===== src/rtl/bin_input_ctrl.sv =====
// Front-panel input controller: synchronizes and debounces DIP switches and
// two push-buttons, then drives a registered 8-bit value with load/auto-repeat.
module bin_input_ctrl #(
    parameter int DEBOUNCE_CNT = 20000,
    parameter int HOLD_CNT     = 500000,
    parameter int REPEAT_CNT   = 200000
) (
    input  logic       clk,
    input  logic       rst,
    input  logic [7:0] sw,
    input  logic       btn_load,
    input  logic       btn_inc,
    output logic [7:0] bin,
    output logic       bin_valid
);
    localparam int DW = $clog2(DEBOUNCE_CNT + 1);
    localparam int HW = $clog2(HOLD_CNT + 1);
    localparam int RW = $clog2(REPEAT_CNT + 1);
    localparam logic [DW-1:0] DB_MAX = DW'(DEBOUNCE_CNT - 1);
    localparam logic [DW-1:0] DB_ONE = DW'(1);
    localparam logic [HW-1:0] HL_MAX = HW'(HOLD_CNT - 1);
    localparam logic [HW-1:0] HL_ONE = HW'(1);
    localparam logic [RW-1:0] RP_MAX = RW'(REPEAT_CNT - 1);
    localparam logic [RW-1:0] RP_ONE = RW'(1);

    typedef enum logic [1:0] {IDLE, FIRST, HOLD, REPEAT} state_t;

    logic [7:0]    r_sw_s1, r_sw_s2, r_sw_last, r_sw_db;
    logic          r_ld_s1, r_ld_s2, r_ld_db, r_ld_q;
    logic          r_inc_s1, r_inc_s2, r_inc_db, r_inc_q;
    logic [DW-1:0] r_sw_cnt, r_ld_cnt, r_inc_cnt;
    logic [HW-1:0] r_hold_cnt, w_hold_nxt;
    logic [RW-1:0] r_rep_cnt, w_rep_nxt;
    state_t        r_state, w_next;
    logic          w_inc, w_ld_rise, w_inc_rise;
    logic [7:0]    r_bin;
    logic          r_valid;

    always_ff @(posedge clk or negedge rst) begin
        if (!rst) begin
            r_sw_s1  <= '0;
            r_sw_s2  <= '0;
            r_ld_s1  <= 1'b0;
            r_ld_s2  <= 1'b0;
            r_inc_s1 <= 1'b0;
            r_inc_s2 <= 1'b0;
        end else begin
            r_sw_s1  <= sw;
            r_sw_s2  <= r_sw_s1;
            r_ld_s1  <= btn_load;
            r_ld_s2  <= r_ld_s1;
            r_inc_s1 <= btn_inc;
            r_inc_s2 <= r_inc_s1;
        end
    end

    // A new switch pattern mid-count restarts the stability window.
    always_ff @(posedge clk or negedge rst) begin
        if (!rst) begin
            r_sw_last <= '0;
            r_sw_db   <= '0;
            r_sw_cnt  <= '0;
        end else begin
            r_sw_last <= r_sw_s2;
            if (r_sw_s2 == r_sw_db) begin
                r_sw_cnt <= '0;
            end else if (r_sw_cnt != '0 && r_sw_s2 != r_sw_last) begin
                r_sw_cnt <= '0;
            end else if (r_sw_cnt == DB_MAX) begin
                r_sw_db  <= r_sw_s2;
                r_sw_cnt <= '0;
            end else begin
                r_sw_cnt <= r_sw_cnt + DB_ONE;
            end
        end
    end

    always_ff @(posedge clk or negedge rst) begin
        if (!rst) begin
            r_ld_db   <= 1'b0;
            r_ld_cnt  <= '0;
            r_ld_q    <= 1'b0;
            r_inc_db  <= 1'b0;
            r_inc_cnt <= '0;
            r_inc_q   <= 1'b0;
        end else begin
            r_ld_q  <= r_ld_db;
            r_inc_q <= r_inc_db;
            if (r_ld_s2 == r_ld_db) begin
                r_ld_cnt <= '0;
            end else if (r_ld_cnt == DB_MAX) begin
                r_ld_db  <= r_ld_s2;
                r_ld_cnt <= '0;
            end else begin
                r_ld_cnt <= r_ld_cnt + DB_ONE;
            end
            if (r_inc_s2 == r_inc_db) begin
                r_inc_cnt <= '0;
            end else if (r_inc_cnt == DB_MAX) begin
                r_inc_db  <= r_inc_s2;
                r_inc_cnt <= '0;
            end else begin
                r_inc_cnt <= r_inc_cnt + DB_ONE;
            end
        end
    end

    assign w_ld_rise  = r_ld_db & ~r_ld_q;
    assign w_inc_rise = r_inc_db & ~r_inc_q;

    always_ff @(posedge clk or negedge rst) begin
        if (!rst) begin
            r_state    <= IDLE;
            r_hold_cnt <= '0;
            r_rep_cnt  <= '0;
        end else begin
            r_state    <= w_next;
            r_hold_cnt <= w_hold_nxt;
            r_rep_cnt  <= w_rep_nxt;
        end
    end

    always_comb begin
        w_next     = r_state;
        w_inc      = 1'b0;
        w_hold_nxt = r_hold_cnt;
        w_rep_nxt  = r_rep_cnt;
        if (!r_inc_db) begin
            w_next     = IDLE;
            w_hold_nxt = '0;
            w_rep_nxt  = '0;
        end else begin
            unique case (r_state)
                IDLE: begin
                    if (w_inc_rise) begin
                        w_next = FIRST;
                        w_inc  = 1'b1;
                    end
                end
                FIRST: begin
                    w_next     = HOLD;
                    w_hold_nxt = '0;
                end
                HOLD: begin
                    if (r_hold_cnt == HL_MAX) begin
                        w_next     = REPEAT;
                        w_inc      = 1'b1;
                        w_hold_nxt = '0;
                        w_rep_nxt  = '0;
                    end else begin
                        w_hold_nxt = r_hold_cnt + HL_ONE;
                    end
                end
                REPEAT: begin
                    if (r_rep_cnt == RP_MAX) begin
                        w_inc     = 1'b1;
                        w_rep_nxt = '0;
                    end else begin
                        w_rep_nxt = r_rep_cnt + RP_ONE;
                    end
                end
                default: w_next = IDLE;
            endcase
        end
    end

    // Load wins over a coincident increment; the FSM still advances.
    always_ff @(posedge clk or negedge rst) begin
        if (!rst) begin
            r_bin   <= 8'h00;
            r_valid <= 1'b0;
        end else begin
            r_valid <= w_ld_rise | w_inc;
            if (w_ld_rise) begin
                r_bin <= r_sw_db;
            end else if (w_inc) begin
                r_bin <= r_bin + 8'd1;
            end
        end
    end

    assign bin       = r_bin;
    assign bin_valid = r_valid;
endmodule

===== config.mk =====
export PLATFORM = sky130hd
export DESIGN_NAME = bin_input_ctrl
export DESIGN_NICKNAME = d
export VERILOG_FILES = /design/src/rtl/bin_input_ctrl.sv
export SDC_FILE = /design/constraint.sdc
export NUM_CORES = 1
export LEC_CHECK = 0
export CORE_UTILIZATION = 61
export DETAILED_ROUTE_END_ITERATION = 12
export GPL_TIMING_DRIVEN = 1
export PLACE_DENSITY = 0.79
export SLEW_MARGIN = 40
export SYNTH_ARGS = -nofsm -noshare
export SYNTH_HDL_FRONTEND = slang
export SYNTH_SLANG_ARGS = --single-unit
export TNS_END_PERCENT = 1

===== constraint.sdc =====
create_clock -name clk -period 2.59 [get_ports clk]
set_clock_uncertainty 0.15 [all_clocks]
set_input_delay 0.518 -clock clk [delete_from_list [all_inputs] [get_ports clk]]
set_output_delay 0.518 -clock clk [all_outputs]
set_load 0.02 [all_outputs]

Figure 1. Clock wires, drivers and flops (run 1).
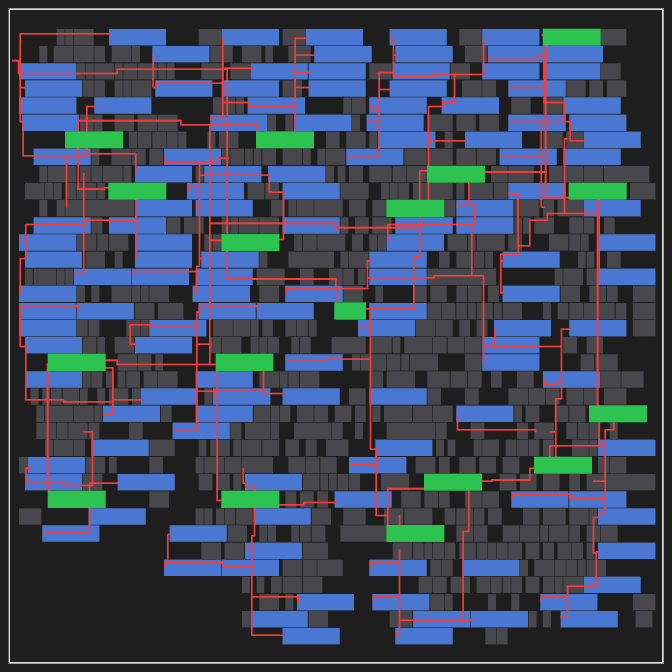
Key: red = clock wires [length 1570 um]; green = clock-net drivers [count 17]; blue = flip-flops [count 133]
Position of the flops: all over the die. There are 18 routed clock nets.

Figure 2. Drive-strength map (run 1).
Bar = 20 um.
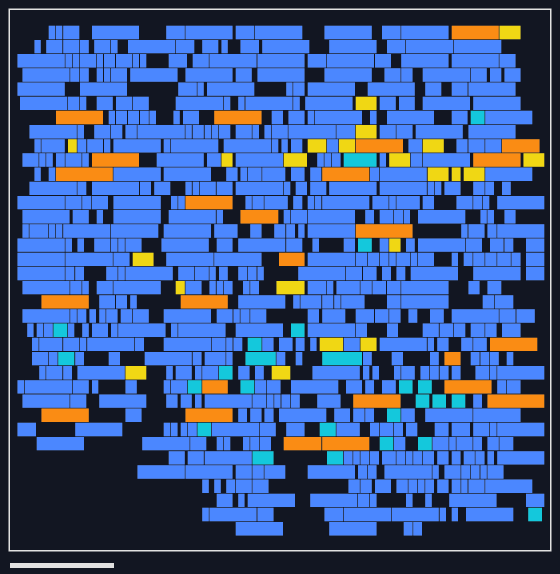
Key: orange = x6 and larger [cells 25, share 3.8%]; blue = x1 and smaller [cells 592, share 89%]; cyan = x3 and x4 [cells 25, share 3.8%]; yellow = x2 [cells 22, share 3.3%]

Figure 3. Met4 routing (run 1).
Bar = 20 um.
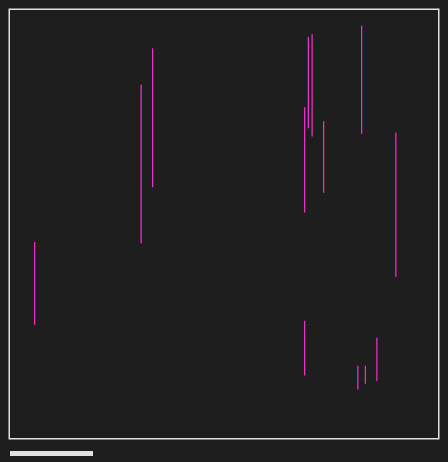
The layer holds 2.1% of the routed length. 10 nets have wire on it. The layer carries 273 um of wire. The longest straight run is 38.1 um. The wires run mostly vertical.

-- run 1: through the flow --
| step | instance area (um2) | utilization [%] | setup slack (ps) | TNS, ps | instances |
|---|---|---|---|---|---|
| after global placement | 6780 | 68.4 | 241 | 0 | 765 |
| final | 7390 | 74.6 | 99.6 | 0 | 797 |
| after global routing | 7390 | 74.6 | -13.0 | -42.9 | 797 |
| after detailed placement | 6780 | 68.4 | 107 | 0 | 765 |
| after CTS | 7370 | 74.4 | 72.9 | 0 | 797 |
| after floorplan | 6290 | - | 321 | 0 | 607 |
-- run 1: metal layers --
layer | vias to the layer above | GRT usage, %
li1 | 2250 | -
met2 | 98 | 42.8
met3 | 29 | 6.36
met5 | - | 0
met4 | 0 | 12.4
met1 | 2327 | 33.9
==> results.txt, run 1 <==
Figures from the implementation reports.

- The number of enable flip-flop cells reads 0.
- The launching element of the worst setup path reads r_sw_cnt[0].
- The power consumed by the clock network reads 2.37 mW.
- Sequential cells placed in the final layout were counted as 133.
- The first global-routing pass estimated 22.4 mm of wire.
- The remaining global-route overflow reads 0.
- The internal power component reads 3.68 mW.
- The clock power share reads 50.2%.
- The clock network area share reads 7.94%.
- Per the cell usage report, the commonest logic cell in the layout is sky130_fd_sc_hd__dfrtp_1.
- The height of the die reads 104 um.
- The total number of nets in the final design reads 675.
- The power consumed by sequential cells reads 2.15 mW.
- The HPWL after detailed placement is 8.49 mm.
- The fraction of cell area in multi-input combinational cells is reported as 38.8%.
- The worst slew margin relative to its limit reads 58.7%.
- The run finished with clean final reports.
- The total length of routed wires is 12.9 mm.
- TritonRoute output was used to compute an average wire per cell of 16.2 um.
- The data required time at the worst endpoint is 2860 ps.
- The largest net degree at the start of global routing is 45.
- The clock insertion delay at the later pin of the skew report reads 530 ps.
- The area fraction in full adders, half adders and majority gates is 2.19%.
- The category of the critical setup timing path reads register to register.
- The number of design-rule violations left by the first detailed-router iteration is 303.
- The cell area after synthesis reads 6290 um2.
- The slew of the pin with the lowest slew margin is 620 ps.
- The capturing element type of the critical path reads a register.
- The total number of vias is 4704.
- The most common cell in the synthesized netlist is sky130_fd_sc_hd__dfrtp_1.
- The share of Yosys cell area claimed by the top area cell type is 52.9%.
- The layout has 39 buffers outside the clock class.
- The capture point of the worst register-to-register path is recorded as r_sw_db[2].
- The power group with the highest consumption reads the clock network.
- The gate-level netlist out of Yosys references 55 unique cell types.
- The antenna diode instance count is 0.
- The main combinational cell family by area after synthesis reads simple AND/OR/NAND/NOR gates.
- The highest cell delay on the worst timing path reads 590 ps.
- The part of the cycle the worst path needs reads 96.2%.
- The final-layout clock buffer total reads 19.
- The buffers inserted during post-CTS setup optimization reads 0.
- The floorplan core area reads 9910 um2.
- The area growth from synthesis to layout is 17.4%.
- In the detailed route, the total length drawn on met3 is 428 um.
- The xor-xnor portion of the synthesized cell area reads 9.46%.
- The synthesis run shows the most used standard cells to be sky130_fd_sc_hd__dfrtp_1, sky130_fd_sc_hd__nor2_1, sky130_fd_sc_hd__xor2_1.
- The share of cell area taken by flip-flops and latches is 45.0%.
- Summed over all nets, the switching power comes to 1.05 mW.
- Post-synth the commonest register cell is sky130_fd_sc_hd__dfrtp_1.
- The proportion of layout cells with a drive suffix above 1 reads 10.8%.
- The overall power is 4.72 mW.
- The overall die area reads 10700 um2.
- The fraction of the yosys area taken by sequential cells is 52.9%.
- The number of antenna violations at the first check in global routing is 0.
- The horizontal extent of the die is 104 um.
- The register cell area after layout reads 3330 um2.
- The number of synthesis warnings is 0.
- In the synthesized netlist, mux cells make up 2.29% of the area.
- The flow inserted 133 tap cells.
- The TritonCTS clock tree is done.
- The remaining design rule violation count is 0.
- The number of flip-flops and latches in the synthesized netlist reads 133.
- Per report_power, the combinational group accounts for 4.3% of the total.
- The post-synthesis net count reads 630.
- STA classifies the critical path startpoint as a register.
- The clock-pin transition on the worst setup and hold timing paths is 60 ps.
- The slack of the worst reg-to-reg path is 100 ps.
- The tally of buffers added on design ports is 20.
- The number of endpoints with negative hold slack in the final report is 0.
- Max-cap violations in this run came to 0.
- The final-report setup violation count reads 0.
- The total global routing track utilization reads 26.5%.
==> inputs of run 2 (changes only) <==
--- a/config.mk
+++ b/config.mk
@@ -5,10 +5,12 @@
 export SDC_FILE = /design/constraint.sdc
 export NUM_CORES = 1
 export LEC_CHECK = 0
-export CORE_UTILIZATION = 61
+export ABC_AREA = 1
+export CORE_ASPECT_RATIO = 1.25
+export CORE_UTILIZATION = 62
 export DETAILED_ROUTE_END_ITERATION = 12
 export GPL_TIMING_DRIVEN = 1
-export PLACE_DENSITY = 0.79
+export PLACE_DENSITY = 0.8
 export SLEW_MARGIN = 40
 export SYNTH_ARGS = -nofsm -noshare
 export SYNTH_HDL_FRONTEND = slang
==> constraint.sdc (replaced) <==
create_clock -name clk -period 2.8 [get_ports clk]
set_clock_uncertainty 0.15 [all_clocks]
set_input_delay 0.56 -clock clk [delete_from_list [all_inputs] [get_ports clk]]
set_output_delay 0.56 -clock clk [all_outputs]
set_load 0.02 [all_outputs]
==> run 2 against run 1 <==
Count of clock-buffer cells in the layout stayed put. Wire length is 15% higher. Largest cell class unchanged. Critical path type unchanged. Combinational power is 6% lower. Maximum frequency is 3.7% higher. Flip-flop count stayed put. Worst hold slack better by 11 ps. Clock power hardly changed. Sequential share of layout area is 2.7 points lower. Highest routed layer unchanged. Die area is 7.2% higher.
==> results.txt, run 2 <==
Figures from the implementation reports.

- The run finished with clean final reports.
- The data required time at the worst endpoint reads 2960 ps.
- The flow measured a signed area growth from synthesis to layout of 14.3%.
- The remaining design rule violation count reads 0.
- The capturing element type of the critical path reads a register.
- The reg-to-reg critical path endpoint reads r_rep_cnt[10].
- Endpoints with negative setup slack in the final report add up to 0.
- Yosys reports that the most numerous cell types are sky130_fd_sc_hd__nand2_1, sky130_fd_sc_hd__dfrtp_1, sky130_fd_sc_hd__inv_1.
- The final worst slack reads 399 ps.
- The leading register cell type out of synthesis is sky130_fd_sc_hd__dfrtp_1.
- The overall power is 4.58 mW.
- The total length of routed wires reads 14.8 mm.
- Per STA, the highest per-stage delay on the worst path measures 400 ps.
- The slew of the pin with the lowest slew margin is 526 ps.
- The cell area after synthesis is 6870 um2.
- The worst slew margin relative to its limit is 65.0%.
- The sequential cells in the finished layout cover a total of 3330 um2.
- The setup slack at placement is 507 ps.
- Per the synthesis report, the number of distinct cell types is 34.
- The number of synthesis warnings reads 0.
- The filler-free cell count of the finished design reads 1035.
- The clock network area share reads 8.24%.
- The area fraction in full adders, half adders and majority gates is 2.00%.
- The global-route met2 utilization is 48.7%.
- The number of enable flip-flop cells reads 0.
- The TritonCTS clock tree reads done.
- The part of the cycle the worst path needs reads 85.8%.
- The final standard cell utilization of the core reads 73.6%.
- The buffers inserted during post-CTS setup optimization is 0.
- The floorplan core area reads 10700 um2.
- The number of flip-flops and latches in the synthesized netlist reads 133.
- The chip occupies 11500 um2.
- The total global routing track utilization reads 27.9%.
- The clock-pin transition on the worst setup and hold timing paths is 60 ps.
- In the setup report, the worst path falls into the class register to register.
- The remaining global-route overflow reads 0.
- For reference, the critical path is launched at r_state[1].
- The area fraction in mux cells is 0%.
- The total number of vias is 5881.
- The worst setup path is launched from a register.
-- run 2: netlist changes by cell type after synthesis, sizes merged, moves of 11 or more --
cell / change
mux2: -11
o21ai: +31
nand2: +134
xor2: -31
a21oi: +12
nand3: +45
a21o: -14
and3: -18
nor3: +23
inv: +102
nor2: +41
a22o: -11
-- run 2: where the power goes --
| part | switching (mW) | internal (mW) | total (mW) |
|---|---|---|---|
| clock network | 0.852 | 1.55 | 2.40 |
| registers | 0.0287 | 1.96 | 1.99 |
| logic | 0.128 | 0.0619 | 0.190 |
| total | 1.01 | 3.57 | 4.58 |
-- run 2: critical path, delay by kind of cell, from the launching register on --
kind | cells | cell delay [ps]
AND/OR/NAND/NOR | 3 | 580
AND-OR/OR-AND | 1 | 120
buffers and inverters | 3 | 670
adder cells (fa/ha/maj) | 1 | 360
flip-flops | 1 | 400
Figure 4. Clock nets (run 2).
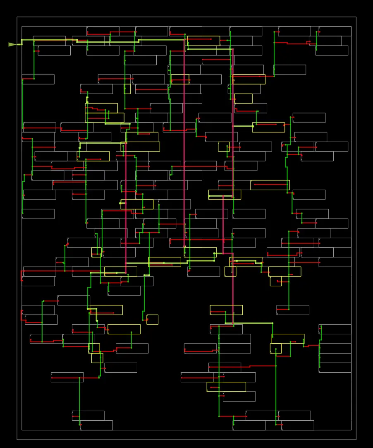
Inserted Clock Buffers: 17
Seq cells: 133
# clk buffers: 19
Power Clock: 2.40 mW

Power figures rest on the tool's default switching activity, not on a simulated workload.
